==> config.mk <==
export PLATFORM = sky130hd
export DESIGN_NAME = fifo_wr_arbiter
export DESIGN_NICKNAME = d
export VERILOG_FILES = /design/src/rtl/fifo_wr_arbiter.sv
export SDC_FILE = /design/constraint.sdc
export NUM_CORES = 1
export LEC_CHECK = 0
export CAP_MARGIN = 40
export CORE_MARGIN = 5
export CORE_UTILIZATION = 32
export CTS_CLUSTER_SIZE = 16
export DETAILED_ROUTE_END_ITERATION = 12
export GPL_TIMING_DRIVEN = 0
export PLACE_DENSITY = 0.81
export SYNTH_ARGS = -nofsm -noshare
export SYNTH_HDL_FRONTEND = slang
export SYNTH_SLANG_ARGS = --single-unit
==> constraint.sdc <==
create_clock -name clk_i -period 2.09 [get_ports clk_i]
set_input_delay 0.5225 -clock clk_i [delete_from_list [all_inputs] [get_ports clk_i]]
set_output_delay 0.5225 -clock clk_i [all_outputs]
set_load 0.01 [all_outputs]
==> src/rtl/fifo_wr_arbiter.sv <==
`timescale 1ns/1ps
`default_nettype none
// +----------------------------------------------------------------------------+
// | Module      : fifo_wr_arbiter                                              |
// | Description : Round-robin arbiter sharing one FIFO write port between      |
// |               NUM_REQ stream requesters. The grant is held for a whole     |
// |               packet (PKT_LOCK=1) or for a bounded burst (PKT_LOCK=0).     |
// |               Data and flow control pass straight through; nothing is      |
// |               buffered here.                                               |
// | Revision    : 1.0 - initial release                                        |
// +----------------------------------------------------------------------------+
module fifo_wr_arbiter #(
    parameter int NUM_REQ   = 4,
    parameter int WIDTH     = 32,
    parameter int PKT_LOCK  = 1,
    parameter int MAX_BURST = 4,
    parameter int IDW       = $clog2(NUM_REQ)
) (
    input  logic                     clk_i,
    input  logic                     rst_i,
    input  logic [NUM_REQ-1:0]       req_valid_i,
    input  logic [NUM_REQ*WIDTH-1:0] req_data_i,
    input  logic [NUM_REQ-1:0]       req_eop_i,
    output logic [NUM_REQ-1:0]       req_ready_o,
    input  logic                     fifo_non_full_i,
    output logic                     fifo_wr_o,
    output logic [WIDTH-1:0]         fifo_data_o,
    output logic [NUM_REQ-1:0]       grant_o,
    output logic [IDW-1:0]           grant_id_o,
    output logic                     busy_o,
    output logic [15:0]              beat_cnt_o
);

    // FSM encoding
    localparam logic [0:0] c_ST_IDLE  = 1'b0;
    localparam logic [0:0] c_ST_GRANT = 1'b1;

    // Burst limit in the width of the burst counter
    localparam logic [7:0] c_MAX_BURST = 8'(MAX_BURST);

    // Requester that won last; its successor has the highest priority
    localparam logic [IDW-1:0] c_LAST_RST = IDW'(NUM_REQ - 1);

    logic [0:0]         r_state;
    logic [0:0]         w_state_nxt;
    logic [IDW-1:0]     r_last_id;
    logic [IDW-1:0]     r_grant_id;
    logic [NUM_REQ-1:0] r_grant;
    logic [7:0]         r_burst_cnt;
    logic [15:0]        r_beat_cnt;

    logic [NUM_REQ-1:0] w_mask_hi;
    logic [NUM_REQ-1:0] w_req_hi;
    logic               w_pick_found;
    logic [IDW-1:0]     w_pick_id;
    logic [NUM_REQ-1:0] w_pick_onehot;

    logic               w_busy;
    logic               w_sel_valid;
    logic               w_sel_eop;
    logic [WIDTH-1:0]   w_sel_data;
    logic               w_xfer;
    logic               w_release;
    logic [7:0]         w_burst_inc;

    assign w_busy = (r_state == c_ST_GRANT);

    // Round-robin pick: lowest valid index above last_id, else lowest valid index overall.
    always_comb begin
        w_mask_hi     = '0;
        w_pick_found  = 1'b0;
        w_pick_id     = '0;
        w_pick_onehot = '0;
        for (int k = 0; k < NUM_REQ; k++) begin
            w_mask_hi[k] = (IDW'(k) > r_last_id);
        end
        w_req_hi = req_valid_i & w_mask_hi;
        // Downward scans leave the smallest matching index; the upper region overrides.
        for (int k = NUM_REQ - 1; k >= 0; k--) begin
            if (req_valid_i[k]) begin
                w_pick_found     = 1'b1;
                w_pick_id        = IDW'(k);
                w_pick_onehot    = '0;
                w_pick_onehot[k] = 1'b1;
            end
        end
        for (int k = NUM_REQ - 1; k >= 0; k--) begin
            if (w_req_hi[k]) begin
                w_pick_id        = IDW'(k);
                w_pick_onehot    = '0;
                w_pick_onehot[k] = 1'b1;
            end
        end
    end

    // Select the granted requester's valid/eop/data; an empty grant selects nothing.
    always_comb begin
        w_sel_valid = 1'b0;
        w_sel_eop   = 1'b0;
        w_sel_data  = '0;
        for (int k = 0; k < NUM_REQ; k++) begin
            if (r_grant[k]) begin
                w_sel_valid = req_valid_i[k];
                w_sel_eop   = req_eop_i[k];
                w_sel_data  = req_data_i[k*WIDTH +: WIDTH];
            end
        end
    end

    // Beat acceptance and grant release condition for the selected locking mode.
    always_comb begin
        w_burst_inc = r_burst_cnt + 8'd1;
        w_xfer      = w_busy & w_sel_valid & fifo_non_full_i;
        if (PKT_LOCK != 0) begin
            w_release = w_xfer & w_sel_eop;
        end else begin
            // A requester that stops presenting data gives up its burst early.
            w_release = (w_xfer && (w_burst_inc == c_MAX_BURST)) || !w_sel_valid;
        end
    end

    // FSM state register.
    always_ff @(posedge clk_i or posedge rst_i) begin
        if (rst_i) begin
            r_state <= c_ST_IDLE;
        end else begin
            r_state <= w_state_nxt;
        end
    end

    // FSM next state: arbitrate in IDLE, hold in GRANT until release.
    always_comb begin
        w_state_nxt = r_state;
        case (r_state)
            c_ST_IDLE: begin
                if (w_pick_found) begin
                    w_state_nxt = c_ST_GRANT;
                end
            end
            c_ST_GRANT: begin
                if (w_release) begin
                    w_state_nxt = c_ST_IDLE;
                end
            end
            default: w_state_nxt = c_ST_IDLE;
        endcase
    end

    // Grant registers: load the pick on arbitration, clear and remember the owner on release.
    always_ff @(posedge clk_i or posedge rst_i) begin
        if (rst_i) begin
            r_grant    <= '0;
            r_grant_id <= '0;
            r_last_id  <= c_LAST_RST;
        end else if ((r_state == c_ST_IDLE) && w_pick_found) begin
            r_grant    <= w_pick_onehot;
            r_grant_id <= w_pick_id;
        end else if ((r_state == c_ST_GRANT) && w_release) begin
            r_grant   <= '0;
            r_last_id <= r_grant_id;
        end
    end

    // Per-grant beat count, restarted at each new grant.
    always_ff @(posedge clk_i or posedge rst_i) begin
        if (rst_i) begin
            r_burst_cnt <= '0;
        end else if ((r_state == c_ST_IDLE) && w_pick_found) begin
            r_burst_cnt <= '0;
        end else if (w_xfer) begin
            r_burst_cnt <= w_burst_inc;
        end
    end

    // Free-running count of all accepted beats, wrapping at 16 bits.
    always_ff @(posedge clk_i or posedge rst_i) begin
        if (rst_i) begin
            r_beat_cnt <= '0;
        end else if (w_xfer) begin
            r_beat_cnt <= r_beat_cnt + 16'd1;
        end
    end

    assign req_ready_o = r_grant & {NUM_REQ{fifo_non_full_i}};
    assign fifo_wr_o   = w_xfer;
    assign fifo_data_o = w_sel_data;
    assign grant_o     = r_grant;
    assign grant_id_o  = r_grant_id;
    assign busy_o      = w_busy;
    assign beat_cnt_o  = r_beat_cnt;

endmodule
`default_nettype wire

==> Slide: Implementation Results, run 1 <==
Physical Implementation Snapshot

Run status
  – Status: finished with violations
  – Violated checks: setup timing

Setup path
  – Number of gates on the worst path with buffers counted: 9
  – Delay contributed by the slowest stage of the critical path: around 0.40 ns
  – Endpoint type of the worst setup path: output port
  – Path depth of the worst reg2reg path: 9
  – CP max FO: 9
  – Worst-path cell with the longest stage delay: sky130_fd_sc_hd__dfrtp_1
  – Critical Path Sink: fifo_data_o[2]
  – Arrival time at the worst endpoint: ~1.8 ns
  – CP Cell Sequence: buf_6 -> nor2b_4 -> clkbuf_16 -> buf_8 -> a22oi_2 -> nor2_1 -> a21oi_1 -> o21ai_1 -> buf_2
  – Required time worst endpoint: 1.57 ns
  – Worst setup path startpoint: grant_o[1]$_DFFE_PP0P_
  – Worst Path Class, Setup: reg2out
  – Beginning of the worst register-to-register path: grant_o[1]$_DFFE_PP0P_
  – Reg2reg setup slack: 0.13 ns

Clocking
  – CTS Buf Count: 3
  – CTS tree: yes
  – Gates resized, CTS repair: ~240
  – Number of clock sinks: 25
  – Hold buffer count at cts: 0

Layout
  – Area occupied by multi-input gates: approximately 0.0016 mm^2
  – Clk tree area frac: 0.00960
  – Layout cell share with drive strength beyond 1: 0.234
  – Number of inserted filler cells in the final layout: between 500 and 600
  – Sequential cell count: 25
  – Fraction of standard cell area that is sequential: 0.134
  – Multi-input logic cell count: roughly 250
  – Top logic cells by instance count in the layout: sky130_fd_sc_hd__clkdlybuf4s50_1 (157), sky130_fd_sc_hd__nand2_1 (40), sky130_fd_sc_hd__nor2_1 (38)

Flow run
  – # Max-Cap Violations: 0

Place
  – Cell count after placement: a little under 600
  – Weighted congestion at the end of routability-driven global placement: roughly 0.97
  – Worst slack at placement: -0.792 ns

STA
  – Transition time of the tightest slew-check pin: around 0.53 ns
  – Final setup TNS: -4.22 ns
  – Post-route minimum period: roughly 2.3 ns
  – Portion of the clock cycle consumed by the worst path in the final layout: 1.10
  – Number of pins exceeding their max-slew limit in the final report: 0
  – Hold slack final: about 0.48 ns
  – Total count of hold-check failures in the final report: 0
  – Timing-limited maximum frequency: 435 MHz
  – Setup slack of the critical path after layout: -0.208 ns
  – Worst max-slew margin expressed relative to the limit: 0.647
  – Number of endpoints failing setup at the final stage: 33

Die
  – Die boundary width: approximately 94 um
  – Share of the core filled by cells before placement: 0.331
  – Area of the core region: ~0.0068 mm^2

Yosys
  – Number of cells in the yosys synthesis report: 301
  – Sequential share of the synthesized area: 0.280
  – Avg Inst Size Synth: between 7 and 8 um^2
  – Net Count, Synth: between 400 and 500
  – Top cell area share: 0.256
  – MUX share of area: 0.0162
  – Most popular library cell in the synthesized design by count: sky130_fd_sc_hd__nand2_1
  – Chip area from the yosys synthesis statistics: 0.00225 mm^2
  – Cell count after synthesis: between 300 and 400
  – Predominant post-synthesis flop cell: sky130_fd_sc_hd__dfrtp_1
  – Synthesis Warnings: 0
  – Leading cell types by count after synthesis: sky130_fd_sc_hd__nand2_1 (40), sky130_fd_sc_hd__nor2_1 (39), sky130_fd_sc_hd__a21oi_1 (37)
  – Top area cells in the synthesized netlist: sky130_fd_sc_hd__dfrtp_1 (26%), sky130_fd_sc_hd__a22oi_1 (11%), sky130_fd_sc_hd__a21oi_1 (8.2%), sky130_fd_sc_hd__o21ai_0 (7.6%), sky130_fd_sc_hd__nand2_1 (6.7%)
  – Share of synthesized cell area in and, or, nand and nor gates: 0.222

Power and ir drop
  – Static Leak: just under 0.002 uW
  – Maximum resistive drop on vdd: between 600 and 700 uV
  – Main power-consuming group: combinational logic
  – Power dissipated in combinational cells: approximately 3200 uW

Hold path
  – Worst Hold Launch: beat_cnt_o[15]$_DFFE_PP0P_
  – Number of stages on the worst hold path: 1

Drt
  – Detailed-routing wirelength on met1: between 4000 and 5000 um
  – Post-route DRC violation count: 0
  – Sum of routed wire length over all layers: around 12000 um
  – 1st-iter DRT viols: approximately 120
  – Total iterations of the first detailed-routing run: 4
  – Antenna Nets Post-Route: 0

GRT
  – Routing usage on met2: 0.465
  – Overall overflow remaining after global route: 0
  – Pin count of the biggest net entering global routing: 15
run_1/gate_families.png
(4 px per um)
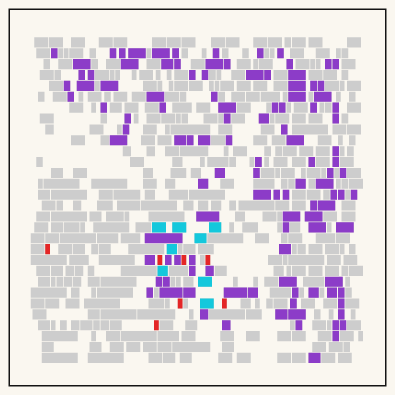
purple -> inverting AOI/OAI gates  # cells 113
cyan -> AND-OR and OR-AND gates  # cells 8
red -> inverters  # cells 7
non-filler instance count after layout: 614
logic share of the area: 0.345
most frequent logic cell in the layout: sky130_fd_sc_hd__clkdlybuf4s50_1

run_1/clock_map.png
(4 px per um)
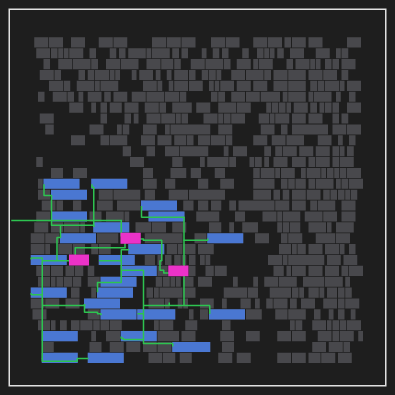
magenta -> cells driving clock nets  # count 3
green -> clock wires  # length 311 um
blue -> flip-flops  # count 25
routed clock nets = 4
final setup skew: 0.00265 ns
power in the clock group: 289 uW
clock share of power: 0.069
clk latency late pin: 0.27 ns

run_1/port_nets.png
(4 px per um)
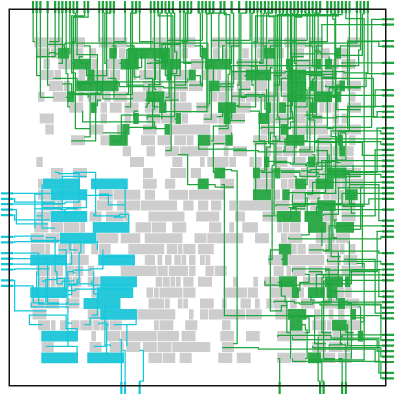
cyan -> beat_cnt_o  # direction output, end cells 16, buffers 16, wire 667 um
green -> req_data_i  # direction input, end cells 96, buffers 128, wire 4490 um
number of buffer cells added on primary ports: 198
number of top-level design ports: 199

run_1/wire_density.png
(4 px per um) The die is cut into 19 by 19 equal tiles; white is low, dark blue is high, scaled to the fullest tile. Values are wire area over tile area, all layers added.
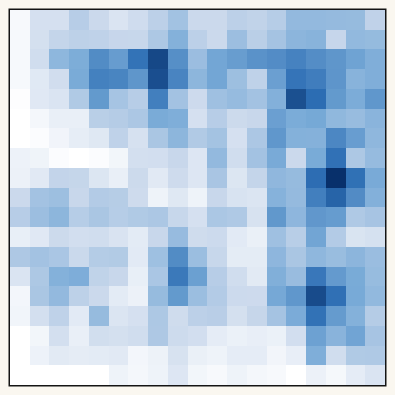
emptiest ninth of the die = bottom left
nearly empty tiles = 4.2%
mean over tiles = 0.22
fullest tile = 0.71
total number of vias: 3195
global-route usage over all layers: 0.253

run_1/final_congestion.png
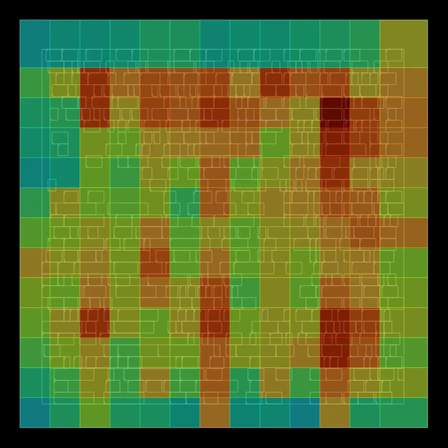

--- run 2 (diff from run 1) ---
- CORE_MARGIN: 5 -> 4
- clock period: 2.09 -> 2.2 ns (I/O delays scaled with it)
run_2/final_congestion.png
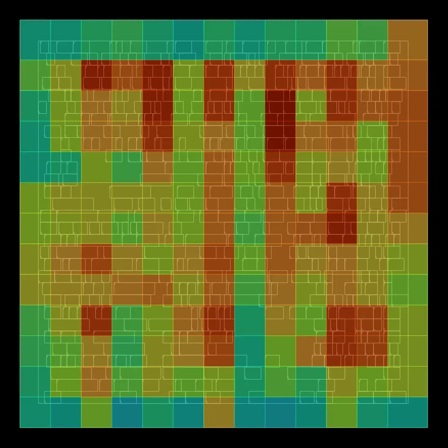
detailed-route wire length per cell: 19.0 um
global-route usage over all layers: 0.255

==> Slide: Implementation Results, run 2 <==
Physical Implementation Snapshot

Run status
  – Status: finished with violations
  – Violated checks: setup timing

Yosys
  – Top area cells in the synthesized netlist: sky130_fd_sc_hd__dfrtp_1 (26%), sky130_fd_sc_hd__a22oi_1 (11%), sky130_fd_sc_hd__a21oi_1 (8.2%), sky130_fd_sc_hd__o21ai_0 (7.6%), sky130_fd_sc_hd__nand2_1 (6.7%)
  – Net Count, Synth: ~440
  – Avg Inst Size Synth: 7.46 um^2
  – Top cell area share: 0.256
  – Xor+xnor area frac: 0.0585
  – Yosys aoi share: 0.350
  – Predominant post-synthesis flop cell: sky130_fd_sc_hd__dfrtp_1
  – Most popular library cell in the synthesized design by count: sky130_fd_sc_hd__nand2_1
  – Sequential share of the synthesized area: 0.280
  – Chip area from the yosys synthesis statistics: 0.00225 mm^2
  – Share of synthesized cell area in and, or, nand and nor gates: 0.222
  – Cell count after synthesis: 301
  – Number of distinct library cells after synthesis: 39
  – Synthesis Warnings: 0
  – Number of cells in the yosys synthesis report: 301
  – Leading cell types by count after synthesis: sky130_fd_sc_hd__nand2_1 (40), sky130_fd_sc_hd__nor2_1 (39), sky130_fd_sc_hd__a21oi_1 (37)
  – MUX share of area: 0.0162

STA
  – Worst max-slew margin expressed relative to the limit: 0.632
  – Final setup TNS: -1.85 ns
  – Transition time of the tightest slew-check pin: between 0.5 and 0.6 ns
  – Post-route minimum period: 2.35 ns
  – Number of endpoints failing setup at the final stage: 29
  – Final setup skew: 0.00283 ns
  – Hold slack final: about 0.47 ns
  – Total count of hold-check failures in the final report: 0
  – Timing-limited maximum frequency: ~430 MHz
  – Setup slack of the critical path after layout: -0.148 ns
  – Portion of the clock cycle consumed by the worst path in the final layout: 1.07
  – Number of pins exceeding their max-slew limit in the final report: 0
  – Setup repair after global routing missed its margin: true

Clocking
  – Number of clock sinks: 25
  – Gates resized, CTS repair: approximately 220
  – CTS Buf Count: 3
  – Clock-pin slew on the worst setup and hold paths: approximately 0.09 ns
  – CTS tree: yes
  – Hold buffer count at cts: 0
  – Clk latency late pin: approximately 0.26 ns

Setup path
  – Path depth of the worst reg2reg path: 9
  – Arrival time at the worst endpoint: 1.80 ns
  – Worst-path cell with the longest stage delay: sky130_fd_sc_hd__dfrtp_1
  – Worst Path Class, Setup: reg2out
  – Number of gates on the worst path with buffers counted: 10
  – Delay contributed by the slowest stage of the critical path: around 0.38 ns
  – Required time worst endpoint: about 1.7 ns
  – Beginning of the worst register-to-register path: grant_o[1]$_DFFE_PP0P_
  – Reg2reg setup slack: approximately 0.25 ns
  – Worst setup path startpoint: grant_o[1]$_DFFE_PP0P_
  – CP Cell Sequence: buf_6 -> nor2b_4 -> buf_8 -> buf_12 -> buf_16 -> a22oi_2 -> nor2_1 -> a21oi_1 -> o21ai_1 -> buf_2
  – Critical Path Sink: fifo_data_o[13]
  – CP max FO: 8
  – Endpoint type of the worst setup path: output port

Layout
  – Sequential cell count: 25
  – Most frequent logic cell in the layout: sky130_fd_sc_hd__clkdlybuf4s50_1
  – Biggest cell category by area in the final layout: buffers
  – Fraction of standard cell area that is sequential: 0.138
  – Number of inserted filler cells in the final layout: approximately 640
  – Clk tree area frac: 0.00993
  – Layout area overhead: 102%
  – Non-filler instance count after layout: 612
  – Multi-input logic cell count: 245
  – Layout clock buffers: 4
  – Layout cell share with drive strength beyond 1: 0.192
  – Post-Route Utilization: 0.668
  – Top logic cells by instance count in the layout: sky130_fd_sc_hd__clkdlybuf4s50_1 (156), sky130_fd_sc_hd__nand2_1 (40), sky130_fd_sc_hd__nor2_1 (38)
  – Area occupied by multi-input gates: about 0.0015 mm^2
  – Logic share of the area: 0.334

Power and ir drop
  – Power dissipated in combinational cells: between 2000 and 3000 uW
  – Main power-consuming group: combinational logic
  – Clock share of power: 0.071
  – Pwr Total: between 3000 and 4000 uW
  – Static Leak: around 0.0019 uW
  – Power density of the placed cells: ~840 mW/mm^2
  – Power in the clock group: around 270 uW
  – Maximum resistive drop on vdd: around 680 uV

Drt
  – Met3 wirelength from detailed routing: around 970 um
  – 1st-iter DRT viols: 147
  – Detailed-routing wirelength on met1: about 4500 um
  – Sum of routed wire length over all layers: ~12000 um
  – Total iterations of the first detailed-routing run: 7
  – Post-route DRC violation count: 0
  – Total number of vias: about 3.1k
  – Antenna Nets Post-Route: 0

Hold path
  – Number of stages on the worst hold path: 1
  – Worst Hold Launch: beat_cnt_o[15]$_DFFE_PP0P_

Flow run
  – Count of warning messages emitted by the tools: 28
  – # Max-Cap Violations: 0

GRT
  – Wire length of the first global-routing pass: between 15000 and 20000 um
  – Routing usage on met2: 0.469
  – Overall overflow remaining after global route: 0
  – Pin count of the biggest net entering global routing: 19

Place
  – Cell count after placement: a little under 600
  – Number of buffer cells added on primary ports: ~200
  – Weighted congestion at the end of routability-driven global placement: 0.928
  – Worst slack at placement: -0.770 ns

Die
  – Number of top-level design ports: approximately 200
  – Share of the core filled by cells before placement: 0.331
  – Area of the core region: roughly 0.0068 mm^2
  – Die boundary width: 91.8 um
run_2/port_nets.png
(4 px per um)
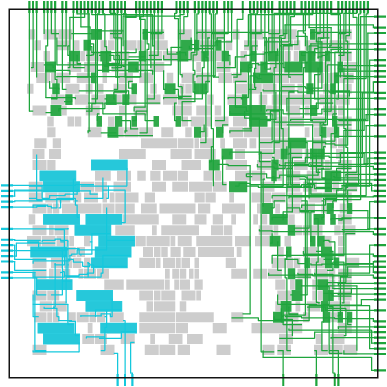
cyan -> beat_cnt_o  # direction output, end cells 16, buffers 16, wire 631 um
green -> req_data_i  # direction input, end cells 96, buffers 128, wire 4410 um

run_2/wire_density.png
(4 px per um) The die is cut into 18 by 18 equal tiles; white is low, dark blue is high, scaled to the fullest tile. Values are wire area over tile area, all layers added.
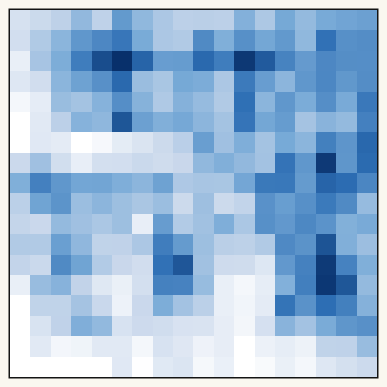

--- run 3 (diff from run 2) ---
- REMOVE_ABC_BUFFERS: unset -> 1
run_3/wire_density.png
(4 px per um) The die is cut into 18 by 18 equal tiles; white is low, dark blue is high, scaled to the fullest tile. Values are wire area over tile area, all layers added.
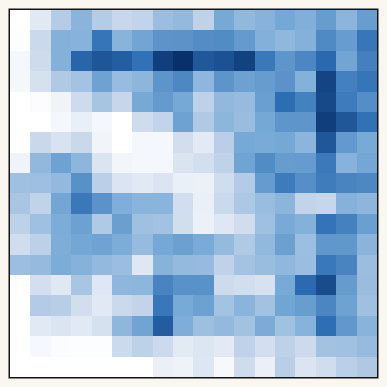
fullest tile = 0.57
emptiest ninth of the die = bottom left
tiles over half the peak = 33%
mean over tiles = 0.23
densest ninth of the die = top right
sum of routed wire length over all layers: 11500 um
detailed-route wire length per cell: 19.0 um
global-route usage over all layers: 0.248
total number of vias: 3134

==> Slide: Implementation Results, run 3 <==
Physical Implementation Snapshot

Place
  – Number of buffer cells added on primary ports: 198
  – Worst slack at placement: -0.907 ns
  – Weighted congestion at the end of routability-driven global placement: about 0.85
  – Cell count after placement: ~580

Setup path
  – Arrival time at the worst endpoint: 1.80 ns
  – CP delay by family, top: flip-flops
  – Count of buffer and inverter cells on the critical path: 2
  – Beginning of the worst register-to-register path: grant_o[1]$_DFFE_PP0P_
  – Worst setup path startpoint: grant_o[3]$_DFFE_PP0P_
  – Reg2reg setup slack: 0.20 ns
  – Number of gates on the worst path with buffers counted: 5
  – CP Cell Sequence: buf_4 -> a211o_1 -> a21oi_4 -> nor2_4 -> dlygate4sd2_1
  – CP max FO: 15
  – Worst Path Class, Setup: reg2out
  – Delay contributed by the slowest stage of the critical path: 0.53 ns
  – Required time worst endpoint: ~1.7 ns
  – Path depth of the worst reg2reg path: 9
  – Critical Path Sink: fifo_wr_o
  – Critical path startpoint category: flip-flop
  – Endpoint type of the worst setup path: output port
  – Worst-path cell with the longest stage delay: sky130_fd_sc_hd__dfrtp_4
  – Capture instance of the worst register-to-register path: r_last_id[0]$_DFFE_PP1P_

Layout
  – Top logic cells by instance count in the layout: sky130_fd_sc_hd__clkdlybuf4s50_1 (160), sky130_fd_sc_hd__nand2_1 (40), sky130_fd_sc_hd__nor2_1 (39)
  – Biggest cell category by area in the final layout: buffers
  – Final Cell Area: 0.00452 mm^2
  – Layout clock buffers: 3
  – Signal buf overhead: 0.481
  – Post-Route Utilization: 0.666
  – Diode count: 2
  – Nets: roughly 650
  – Clk tree area frac: 0.0102
  – Fraction of standard cell area that is sequential: 0.141
  – Logic inverters: 7
  – Layout cell share with drive strength beyond 1: 0.174
  – Plain + repair buffers: 225
  – Number of inserted filler cells in the final layout: between 600 and 700
  – Sequential cell count: 25
  – Area occupied by multi-input gates: 0.00151 mm^2
  – Multi-input logic cell count: 246
  – Logic share of the area: 0.333
  – Non-filler instance count after layout: between 600 and 700
  – Layout area overhead: 101%
  – Most frequent logic cell in the layout: sky130_fd_sc_hd__clkdlybuf4s50_1

STA
  – Setup slack of the critical path after layout: -0.153 ns
  – Final setup TNS: -0.892 ns
  – Total count of hold-check failures in the final report: 0
  – Final setup skew: 0.00125 ns
  – Number of endpoints failing setup at the final stage: 15
  – Worst max-slew margin expressed relative to the limit: 0.718
  – Timing-limited maximum frequency: 425 MHz
  – Hold slack final: approximately 0.48 ns
  – Post-route minimum period: roughly 2.4 ns
  – Setup repair after global routing missed its margin: true
  – Number of pins exceeding their max-slew limit in the final report: 0
  – Transition time of the tightest slew-check pin: around 0.42 ns
  – Portion of the clock cycle consumed by the worst path in the final layout: 1.07

Yosys
  – Top cell area share: 0.256
  – Share of synthesized cell area in and, or, nand and nor gates: 0.222
  – Number of synthesized flops with an enable pin: 0
  – Mapped cell area: approximately 0.0022 mm^2
  – Cell accounting for the most synthesized area: sky130_fd_sc_hd__dfrtp_1
  – Sequential share of the synthesized area: 0.280
  – Top area cells in the synthesized netlist: sky130_fd_sc_hd__dfrtp_1 (26%), sky130_fd_sc_hd__a22oi_1 (11%), sky130_fd_sc_hd__a21oi_1 (8.2%), sky130_fd_sc_hd__o21ai_0 (7.6%), sky130_fd_sc_hd__nand2_1 (6.7%)
  – Yosys aoi share: 0.350
  – Registers, synthesis: 25
  – Cell count after synthesis: about 300
  – Avg Inst Size Synth: approximately 7.5 um^2
  – FFs w/ async S/R, synth: 1.00
  – Chip area from the yosys synthesis statistics: about 0.0022 mm^2
  – MUX share of area: 0.0162
  – Synthesis Warnings: 0
  – Xor+xnor area frac: 0.0585
  – Predominant post-synthesis flop cell: sky130_fd_sc_hd__dfrtp_1
  – Most popular library cell in the synthesized design by count: sky130_fd_sc_hd__nand2_1
  – Largest non-sequential cell family by area: AND-OR/OR-AND gates
  – Number of cells in the yosys synthesis report: around 300
  – Leading cell types by count after synthesis: sky130_fd_sc_hd__nand2_1 (40), sky130_fd_sc_hd__nor2_1 (39), sky130_fd_sc_hd__a21oi_1 (37)
  – Number of distinct library cells after synthesis: 39

Clocking
  – H-Tree Level Count: 1
  – Clock-pin slew on the worst setup and hold paths: approximately 0.080 ns
  – Hold buffer count at cts: 0
  – CTS Buf Count: 3
  – Number of clock sinks: 25
  – Maximum clock insertion buffer count: 2
  – Gates resized, CTS repair: between 150 and 200
  – CTS tree: yes
  – Clk latency late pin: between 0.2 and 0.3 ns
  – Buffer cell driving the clock tree root: sky130_fd_sc_hd__clkbuf_8

Die
  – Die boundary width: 91.8 um
  – Chip area: approximately 0.0084 mm^2
  – Tapcell count: roughly 96
  – Share of the core filled by cells before placement: 0.331
  – Die Span Y: between 90 and 100 um
  – Placement Rows: 30
  – Area of the core region: slightly below 0.007 mm^2
  – Number of top-level design ports: between 150 and 200

Power and ir drop
  – Portion of total power attributed to combinational logic: 0.737
  – Maximum resistive drop on vdd: between 600 and 700 uV
  – Pwr Total: between 3000 and 4000 uW
  – Sequential Power: 729 uW
  – Internal: about 2100 uW
  – Share of total power consumed by net switching: 0.446
  – Static Leak: around 0.0019 uW
  – Net switching component of the power: 1690 uW
  – Clock share of power: 0.070
  – Main power-consuming group: combinational logic
  – Power in the clock group: approximately 270 uW
  – Power density of the placed cells: 838 mW/mm^2
  – Power dissipated in combinational cells: 2790 uW
  – Proportion of power drawn by flip-flops and latches: 0.192

Run status
  – Status: finished with violations
  – Violated checks: setup timing

Drt
  – 1st-iter DRT viols: 121
  – Antenna Nets Post-Route: 0
  – Length of routed met2 wiring: roughly 5700 um
  – Via count normalized by instance count: 5.18
  – Detailed-routing wirelength on met1: approximately 4500 um
  – Met3 wirelength from detailed routing: 1080 um
  – Post-route DRC violation count: 0
  – Total iterations of the first detailed-routing run: 5

GRT
  – Wire length of the first global-routing pass: approximately 16000 um
  – Overall overflow remaining after global route: 0
  – Antenna violations before repair: 2
  – Met3 Resource Use GR: 0.0648
  – Pin count of the biggest net entering global routing: ~45
  – Number of global-route vias before repair: a little under 3k

Flow run
  – Count of warning messages emitted by the tools: 27
  – # Max-Cap Violations: 0

Hold path
  – Path category of the worst min-delay check: in2async
run_3/final_congestion.png
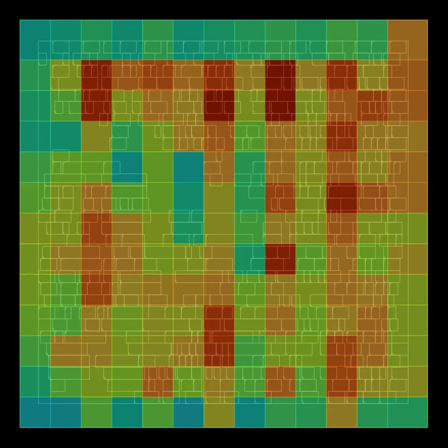
global route hottest layer: met2
routing usage on met2: 0.429
GR met1 Demand/Resource: 0.304

No activity file was given, so power comes from the tool's default toggle rates.
